### Met2 routing

Cells faint in the background.
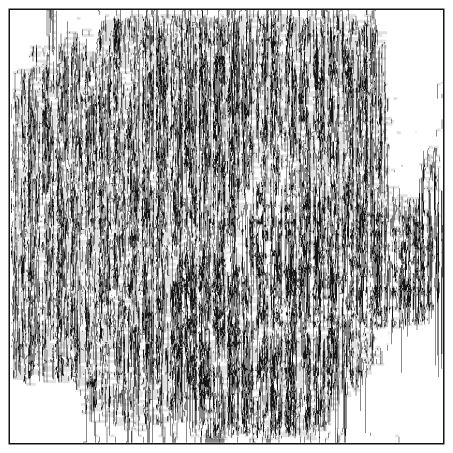
### Register map, names as in the netlist

Other sequential cells in the stronger gray, the rest of the logic in the fainter gray.
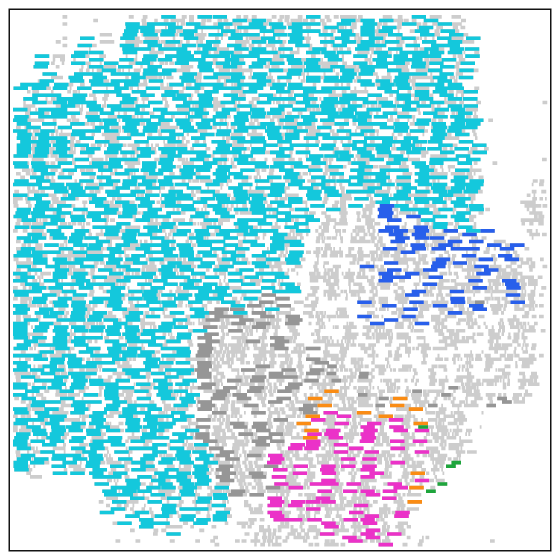
### Signal wires on met3

Bar = 100 um.
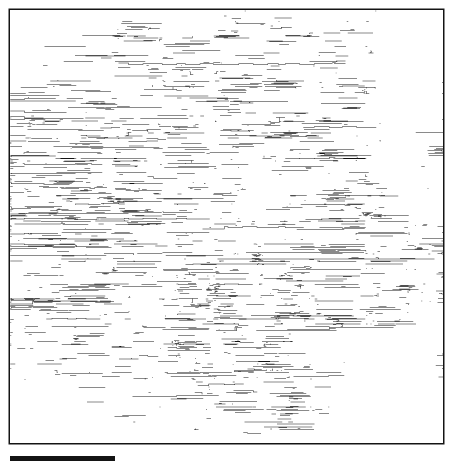
### Routing congestion

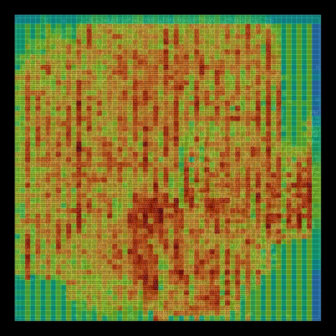
<file path="config.mk">
export PLATFORM = sky130hd
export DESIGN_NAME = issue_queue_ooo
export DESIGN_NICKNAME = d
export VERILOG_FILES = /design/src/rtl/issue_queue_ooo.sv
export SDC_FILE = /design/constraint.sdc
export NUM_CORES = 2
export LEC_CHECK = 0
export CORE_MARGIN = 2
export CORE_UTILIZATION = 50
export DETAILED_ROUTE_END_ITERATION = 8
export PLACE_DENSITY = 0.68
export SETUP_SLACK_MARGIN = 0.5
export SYNTH_ARGS = -nofsm -noshare
export SYNTH_HDL_FRONTEND = slang
export SYNTH_HIERARCHICAL = 1
export SYNTH_SLANG_ARGS = --single-unit
</file>
<file path="constraint.sdc">
create_clock -name i_clk -period 62.4 [get_ports i_clk]
set_input_delay 12.48 -clock i_clk [delete_from_list [all_inputs] [get_ports i_clk]]
set_output_delay 12.48 -clock i_clk [all_outputs]
set_load 0.005 [all_outputs]
</file>
<file path="src/rtl/issue_queue_ooo.sv">
// issue_queue_ooo: out-of-order issue queue between rename/dispatch and execute.
// Holds up to DEPTH renamed instructions. Operand readiness is tracked by snooping
// the writeback tag broadcasts. Each cycle the oldest fully-ready entry is offered
// for issue, where age is the active-list distance from al_head. Entries younger
// than a mispredicted branch can be squashed selectively.
// Ports:
//   i_clk, i_rst_n        clock, synchronous active-low reset
//   i_in_*/o_in_ready     dispatch handshake: payload, rs/rt tags + ready, AL index
//   i_wb_valid/i_wb_tag   writeback tag broadcasts, port p at [p*TAG_W +: TAG_W]
//   i_al_head             active-list head; this is the age reference
//   i_flush_*             squash of entries younger than i_flush_al_idx
//   o_out_*/i_out_ready   issue handshake towards execute
//   o_count               occupied entries

// One queue slot: holds the stored fields and snoops wakeups for its own tags.
module iq_entry #(
  parameter int PAYLOAD_W = 96,
  parameter int TAG_W     = 6,
  parameter int AL_W      = 5,
  parameter int WB_PORTS  = 2
) (
  input  logic                      i_clk,
  input  logic                      i_rst_n,
  input  logic                      i_alloc,
  input  logic                      i_clear,
  input  logic [PAYLOAD_W-1:0]      i_payload,
  input  logic [TAG_W-1:0]          i_rs_tag,
  input  logic                      i_rs_rdy,
  input  logic [TAG_W-1:0]          i_rt_tag,
  input  logic                      i_rt_rdy,
  input  logic [AL_W-1:0]           i_al_idx,
  input  logic [WB_PORTS-1:0]       i_wb_valid,
  input  logic [WB_PORTS*TAG_W-1:0] i_wb_tag,
  output logic                      o_valid,
  output logic                      o_ready,
  output logic [PAYLOAD_W-1:0]      o_payload,
  output logic [TAG_W-1:0]          o_rs_tag,
  output logic [TAG_W-1:0]          o_rt_tag,
  output logic [AL_W-1:0]           o_al_idx
);
  logic                 r_valid, r_rs_rdy, r_rt_rdy;
  logic [PAYLOAD_W-1:0] r_payload;
  logic [TAG_W-1:0]     r_rs_tag, r_rt_tag;
  logic [AL_W-1:0]      r_al_idx;
  logic                 w_rs_hit, w_rt_hit;

  always_comb begin
    w_rs_hit = 1'b0;
    w_rt_hit = 1'b0;
    for (int p = 0; p < WB_PORTS; p++) begin
      if (i_wb_valid[p]) begin
        if (i_wb_tag[p*TAG_W +: TAG_W] == r_rs_tag) w_rs_hit = 1'b1;
        if (i_wb_tag[p*TAG_W +: TAG_W] == r_rt_tag) w_rt_hit = 1'b1;
      end
    end
  end

  always_ff @(posedge i_clk) begin
    if (!i_rst_n)     r_valid <= 1'b0;
    else if (i_alloc) r_valid <= 1'b1;
    else if (i_clear) r_valid <= 1'b0;
  end

  // Storage and ready bits are not reset; they only mean anything while r_valid is set.
  always_ff @(posedge i_clk) begin
    if (i_alloc) begin
      r_payload <= i_payload;
      r_rs_tag  <= i_rs_tag;
      r_rt_tag  <= i_rt_tag;
      r_al_idx  <= i_al_idx;
      r_rs_rdy  <= i_rs_rdy;
      r_rt_rdy  <= i_rt_rdy;
    end else begin
      if (w_rs_hit) r_rs_rdy <= 1'b1;
      if (w_rt_hit) r_rt_rdy <= 1'b1;
    end
  end

  assign o_valid   = r_valid;
  assign o_ready   = r_valid & r_rs_rdy & r_rt_rdy;
  assign o_payload = r_payload;
  assign o_rs_tag  = r_rs_tag;
  assign o_rt_tag  = r_rt_tag;
  assign o_al_idx  = r_al_idx;
endmodule

module issue_queue_ooo #(
  parameter int DEPTH     = 16,
  parameter int PAYLOAD_W = 96,
  parameter int TAG_W     = 6,
  parameter int AL_W      = 5,
  parameter int WB_PORTS  = 2
) (
  input  logic                      i_clk,
  input  logic                      i_rst_n,
  input  logic                      i_in_valid,
  output logic                      o_in_ready,
  input  logic [PAYLOAD_W-1:0]      i_in_payload,
  input  logic [TAG_W-1:0]          i_in_rs_tag,
  input  logic                      i_in_rs_rdy,
  input  logic [TAG_W-1:0]          i_in_rt_tag,
  input  logic                      i_in_rt_rdy,
  input  logic [AL_W-1:0]           i_in_al_idx,
  input  logic [WB_PORTS-1:0]       i_wb_valid,
  input  logic [WB_PORTS*TAG_W-1:0] i_wb_tag,
  input  logic [AL_W-1:0]           i_al_head,
  input  logic                      i_flush_valid,
  input  logic [AL_W-1:0]           i_flush_al_idx,
  output logic                      o_out_valid,
  input  logic                      i_out_ready,
  output logic [PAYLOAD_W-1:0]      o_out_payload,
  output logic [TAG_W-1:0]          o_out_rs_tag,
  output logic [TAG_W-1:0]          o_out_rt_tag,
  output logic [AL_W-1:0]           o_out_al_idx,
  output logic [$clog2(DEPTH):0]    o_count
);
  localparam int IW = $clog2(DEPTH);
  localparam int CW = IW + 1;

  logic [CW-1:0]                      r_count;
  logic [DEPTH-1:0]                   w_valid, w_rdy, w_alloc_vec, w_clear, w_squash;
  logic [DEPTH-1:0][PAYLOAD_W-1:0]    w_payload;
  logic [DEPTH-1:0][TAG_W-1:0]        w_rs_tag, w_rt_tag;
  logic [DEPTH-1:0][AL_W-1:0]         w_al_idx, w_age;
  logic [AL_W-1:0]                    w_flush_age, w_best_age;
  logic [IW-1:0]                      w_free_idx, w_sel_idx;
  logic [CW-1:0]                      w_sq_cnt;
  logic w_in_ready, w_alloc, w_sel_found, w_issue, w_in_rs_rdy, w_in_rt_rdy;

  assign w_in_ready  = i_rst_n & ~i_flush_valid & (r_count < CW'(DEPTH));
  assign w_alloc     = i_in_valid & w_in_ready;
  assign w_flush_age = i_flush_al_idx - i_al_head;

  // Same-cycle bypass: a broadcast coinciding with dispatch must not be lost.
  always_comb begin
    w_in_rs_rdy = i_in_rs_rdy;
    w_in_rt_rdy = i_in_rt_rdy;
    for (int p = 0; p < WB_PORTS; p++) begin
      if (i_wb_valid[p] && i_wb_tag[p*TAG_W +: TAG_W] == i_in_rs_tag) w_in_rs_rdy = 1'b1;
      if (i_wb_valid[p] && i_wb_tag[p*TAG_W +: TAG_W] == i_in_rt_tag) w_in_rt_rdy = 1'b1;
    end
  end

  // Lowest-index free slot; scanning downward leaves the lowest one as the result.
  always_comb begin
    w_free_idx = '0;
    for (int i = DEPTH-1; i >= 0; i--)
      if (!w_valid[i]) w_free_idx = IW'(i);
  end

  // Oldest-ready select. al_idx values are unique, so strict < never sees a tie.
  always_comb begin
    w_sel_found = 1'b0;
    w_sel_idx   = '0;
    w_best_age  = '0;
    for (int i = 0; i < DEPTH; i++) begin
      if (w_rdy[i] && (!w_sel_found || w_age[i] < w_best_age)) begin
        w_sel_found = 1'b1;
        w_sel_idx   = IW'(i);
        w_best_age  = w_age[i];
      end
    end
  end

  always_comb begin
    w_sq_cnt = '0;
    for (int i = 0; i < DEPTH; i++) w_sq_cnt = w_sq_cnt + CW'(w_squash[i]);
  end

  assign o_out_valid = w_sel_found & ~i_flush_valid & i_rst_n;
  assign w_issue     = o_out_valid & i_out_ready;

  for (genvar g = 0; g < DEPTH; g++) begin : g_ent
    // Modular age relative to the AL head keeps wrap-around ordering correct.
    assign w_age[g]       = w_al_idx[g] - i_al_head;
    assign w_squash[g]    = i_flush_valid & w_valid[g] & (w_age[g] > w_flush_age);
    assign w_alloc_vec[g] = w_alloc & (w_free_idx == IW'(g));
    assign w_clear[g]     = w_squash[g] | (w_issue & (w_sel_idx == IW'(g)));

    iq_entry #(
      .PAYLOAD_W(PAYLOAD_W), .TAG_W(TAG_W), .AL_W(AL_W), .WB_PORTS(WB_PORTS)
    ) u_ent (
      .i_clk     (i_clk),
      .i_rst_n   (i_rst_n),
      .i_alloc   (w_alloc_vec[g]),
      .i_clear   (w_clear[g]),
      .i_payload (i_in_payload),
      .i_rs_tag  (i_in_rs_tag),
      .i_rs_rdy  (w_in_rs_rdy),
      .i_rt_tag  (i_in_rt_tag),
      .i_rt_rdy  (w_in_rt_rdy),
      .i_al_idx  (i_in_al_idx),
      .i_wb_valid(i_wb_valid),
      .i_wb_tag  (i_wb_tag),
      .o_valid   (w_valid[g]),
      .o_ready   (w_rdy[g]),
      .o_payload (w_payload[g]),
      .o_rs_tag  (w_rs_tag[g]),
      .o_rt_tag  (w_rt_tag[g]),
      .o_al_idx  (w_al_idx[g])
    );
  end

  // Flush blocks alloc and issue, so the two count updates never combine.
  always_ff @(posedge i_clk) begin
    if (!i_rst_n)           r_count <= '0;
    else if (i_flush_valid) r_count <= r_count - w_sq_cnt;
    else                    r_count <= r_count + CW'(w_alloc) - CW'(w_issue);
  end

  assign o_in_ready    = w_in_ready;
  assign o_count       = r_count;
  assign o_out_payload = w_payload[w_sel_idx];
  assign o_out_rs_tag  = w_rs_tag[w_sel_idx];
  assign o_out_rt_tag  = w_rt_tag[w_sel_idx];
  assign o_out_al_idx  = w_al_idx[w_sel_idx];
endmodule

</file>
==> flow_summary.toml <==
# flow metrics
[floorplanning]
tap_cells = 2189
die_area_mm2 = 0.1697
fp-utilization = 0.5036
die_h_um = 411.9
boundaryPins = 264
fp.dieW_um = 411.9
core_area_mm2 = 0.1652
row_count = 149

[critical_path]
endpoint = "o_out_payload[12]"
r2r-start = "g_ent[0].u_ent/o_al_idx[0]"
crit_top_cell = "a21o_1"
crit_buf_inv = 8
crit_path_start = "i_al_head[0]"
critPathLaunchType = "input port"
crit_family = "AND-OR/OR-AND gates"
critPathRequiredTime_ps = 49920
crit_type = "in2out"
reg2regPathDepth = 131
reg2reg_setup_slack_ps = 32070
slowest_stage = "o31ai_1"
crit_path_end_kind = "output port"
slowest_delay_ps = 870
cp_num_cells = 134
crit_fanout = 44
cp.arrival_ps = 45920
r2r_end = "g_ent[6].u_ent/o_valid"

[yosys]
edf_count = 1840
flop_cell = "edfxtp_1"
compound_area_frac = 0.09709
top_area_cell = "edfxtp_1"
topCellsByArea = "edfxtp_1 66%, mux2i_1 5.5%, ha_1 3.3%, a22oi_1 3.0%, xnor2_1 2.7%"
synthArstFlopShare = 0
simple_gate_area_frac = 0.06508
synthTopLogicFamily = "AND-OR/OR-AND gates"
synth_top_area_share = 0.6642
ys_seq_frac = 0.6692
ys_cells = 5606
yosys-stat-area_mm2 = 0.08319
synthMuxAreaShare = 0.05688
fp_nets = 6005
synth.distinct_cells = 95
synthCells = 5606
ys_ff = 1861
synth_area_mm2 = 0.08319
avgSynthCellArea_um2 = 14.84
yosys_warnings = 6
ys_sh_xor = 0.05212
adder_share = 0.04160

[power]
power.leakage_nw = 30.18
power.total_mw = 2.726
power.density_mw_per_mm2 = 28.82
max-vdd-ir-drop_mv = 0.02946

[clocking]
cts-root-buf = "clkbuf_16"
htreeDepth = 4
cts_tree = "yes"
clk_pin_slew_ps = 60
cts_setup_buffers = 0
cts_buffers = 186
clockBufferDepth = 3
cts.sinks = 1861
cts_resized = 0
hold_buffers = 0
clock_latency_ps = 840

[min_path]
hold_class = "reg2reg"
min_from = "g_ent[11].u_ent/o_valid"
hold_end = "g_ent[11].u_ent/o_valid"
min_path_cells = 2

[detailed_routing]
ant_nets = 0
wl_met2_um = 118000
drt_iter0_markers = 5930
wl_per_cell_um = 29.44
routed_wl_um = 243400
dr_wl_met3_um = 19670
first_pass_iters = 7
met1_length_um = 97150
vias = 52173
drc = 0
top_layer = "met5"
via_per_inst = 6.311

[final_layout]
num-fill-cells = 12862
nets = 6314
area_growth_pct = 13.72
sh_seq_area = 0.5885
sh_comb_area = 0.2785
comb_cells = 3406
largest_class = "flip-flops and latches"
fin_area_mm2 = 0.09460
layout_top_cell = "edfxtp_1"
layout.area.comb_mm2 = 0.02634
seqCellArea_mm2 = 0.05567
clk_share = 0.06372
signal_buffer_area_fraction = 0.03611
largest_register_ffs = 1536
clock_buffers = 224
fin_util = 0.5727
buffers_excl_clock = 356
layout_top_cells = "1840 x edfxtp_1, 501 x nor2_1, 460 x mux2i_1, 337 x a22oi_1, 259 x xnor2_1"
finalNonFillerCells = 8267
inverters = 104
drive_gt1_frac = 0.08429
ff_count = 1861

[final_timing]
finalMaxSlewViolations = 0
setup_tns_ps = 0
fin_crit_ps = 58400
final_hold_viol_count = 0
slew_headroom = 0.1361
final-setup-viol-count = 0
fin_ws_ps = 3999
whs_ps = 719.9
period_used_share = 0.9359
fin_skew_ps = 34.03
max_freq_mhz = 17.12
worst_slew_pin_slew_ps = 1263
rsz0062_at_grt = "false"

[status]
outcome = "finished, final reports clean"

[global_routing]
grt-ovfl-total = 0
grt_pass1_vias = 51984
top_usage_layer = "met2"
antenna_found_initial = 13
grt_pass1_wl_um = 354300
grt_start_max_net_pins = 149
grt.met1_usage = 0.3782

[run]
warning_count = 64

[placed_design]
numPortBuffers = 263
placed_cells = 7916
dp_hpwl_um = 133700
dpl_cell_area_mm2 = 0.08856
place.gp.congestion = 0.9039
Notes on 'Met2 routing' above:
nets with wire on the layer	5181
longest straight run	117 um
share of all routed wire	48%
wire length on this layer	118 mm

Notes on 'Register map, names as in the netlist' above:
color	name in the netlist	sequential cells
magenta	`g_ent.u_ent/o_rt_tag`	96
orange	`g_ent.u_ent/r_rt_rdy`	16
blue	`g_ent.u_ent/o_al_idx`	80
cyan	`g_ent.u_ent/o_payload`	1536
green	`o_count`	5
not colored	128

Notes on 'Signal wires on met3' above:
nets with wire on the layer	595
wire length on this layer	19700 um
main direction	horizontal
share of all routed wire	8.1%

Notes on 'Routing congestion' above:
grt met2 use: 0.4687
routing usage on met3: 0.04924
GRT Overall Usage: 0.2841

-- synth_stat cells (10+ instances only) --
master,number
edfxtp_1,1840
nor2_1,517
mux2i_1,460
a22oi_1,337
xnor2_1,261
xor2_1,234
ha_1,219
nand3_1,145
a211oi_1,118
o22ai_1,116
clkbuf_1,104
inv_1,103
a21oi_1,99
buf_2,95
nand4_1,94
nand2_1,92
a21o_1,76
nor4_1,69
a2111oi_2,60
nand2b_1,50
o21ai_0,48
a2111oi_0,43
nor2b_1,43
o21a_1,43
fa_1,36
or3_1,35
and3_1,25
buf_4,22
dfxtp_1,21
nor3_1,13
and2_1,11
buf_1,11
o2111ai_1,11
o211ai_1,11
or2_2,11
a2111oi_1,10
-- report_power, final --
part | internal (mW) | switching [mW]
sequential | 1.38 | 0.00469
combinational | 0.0979 | 0.132
clock | 0.624 | 0.487
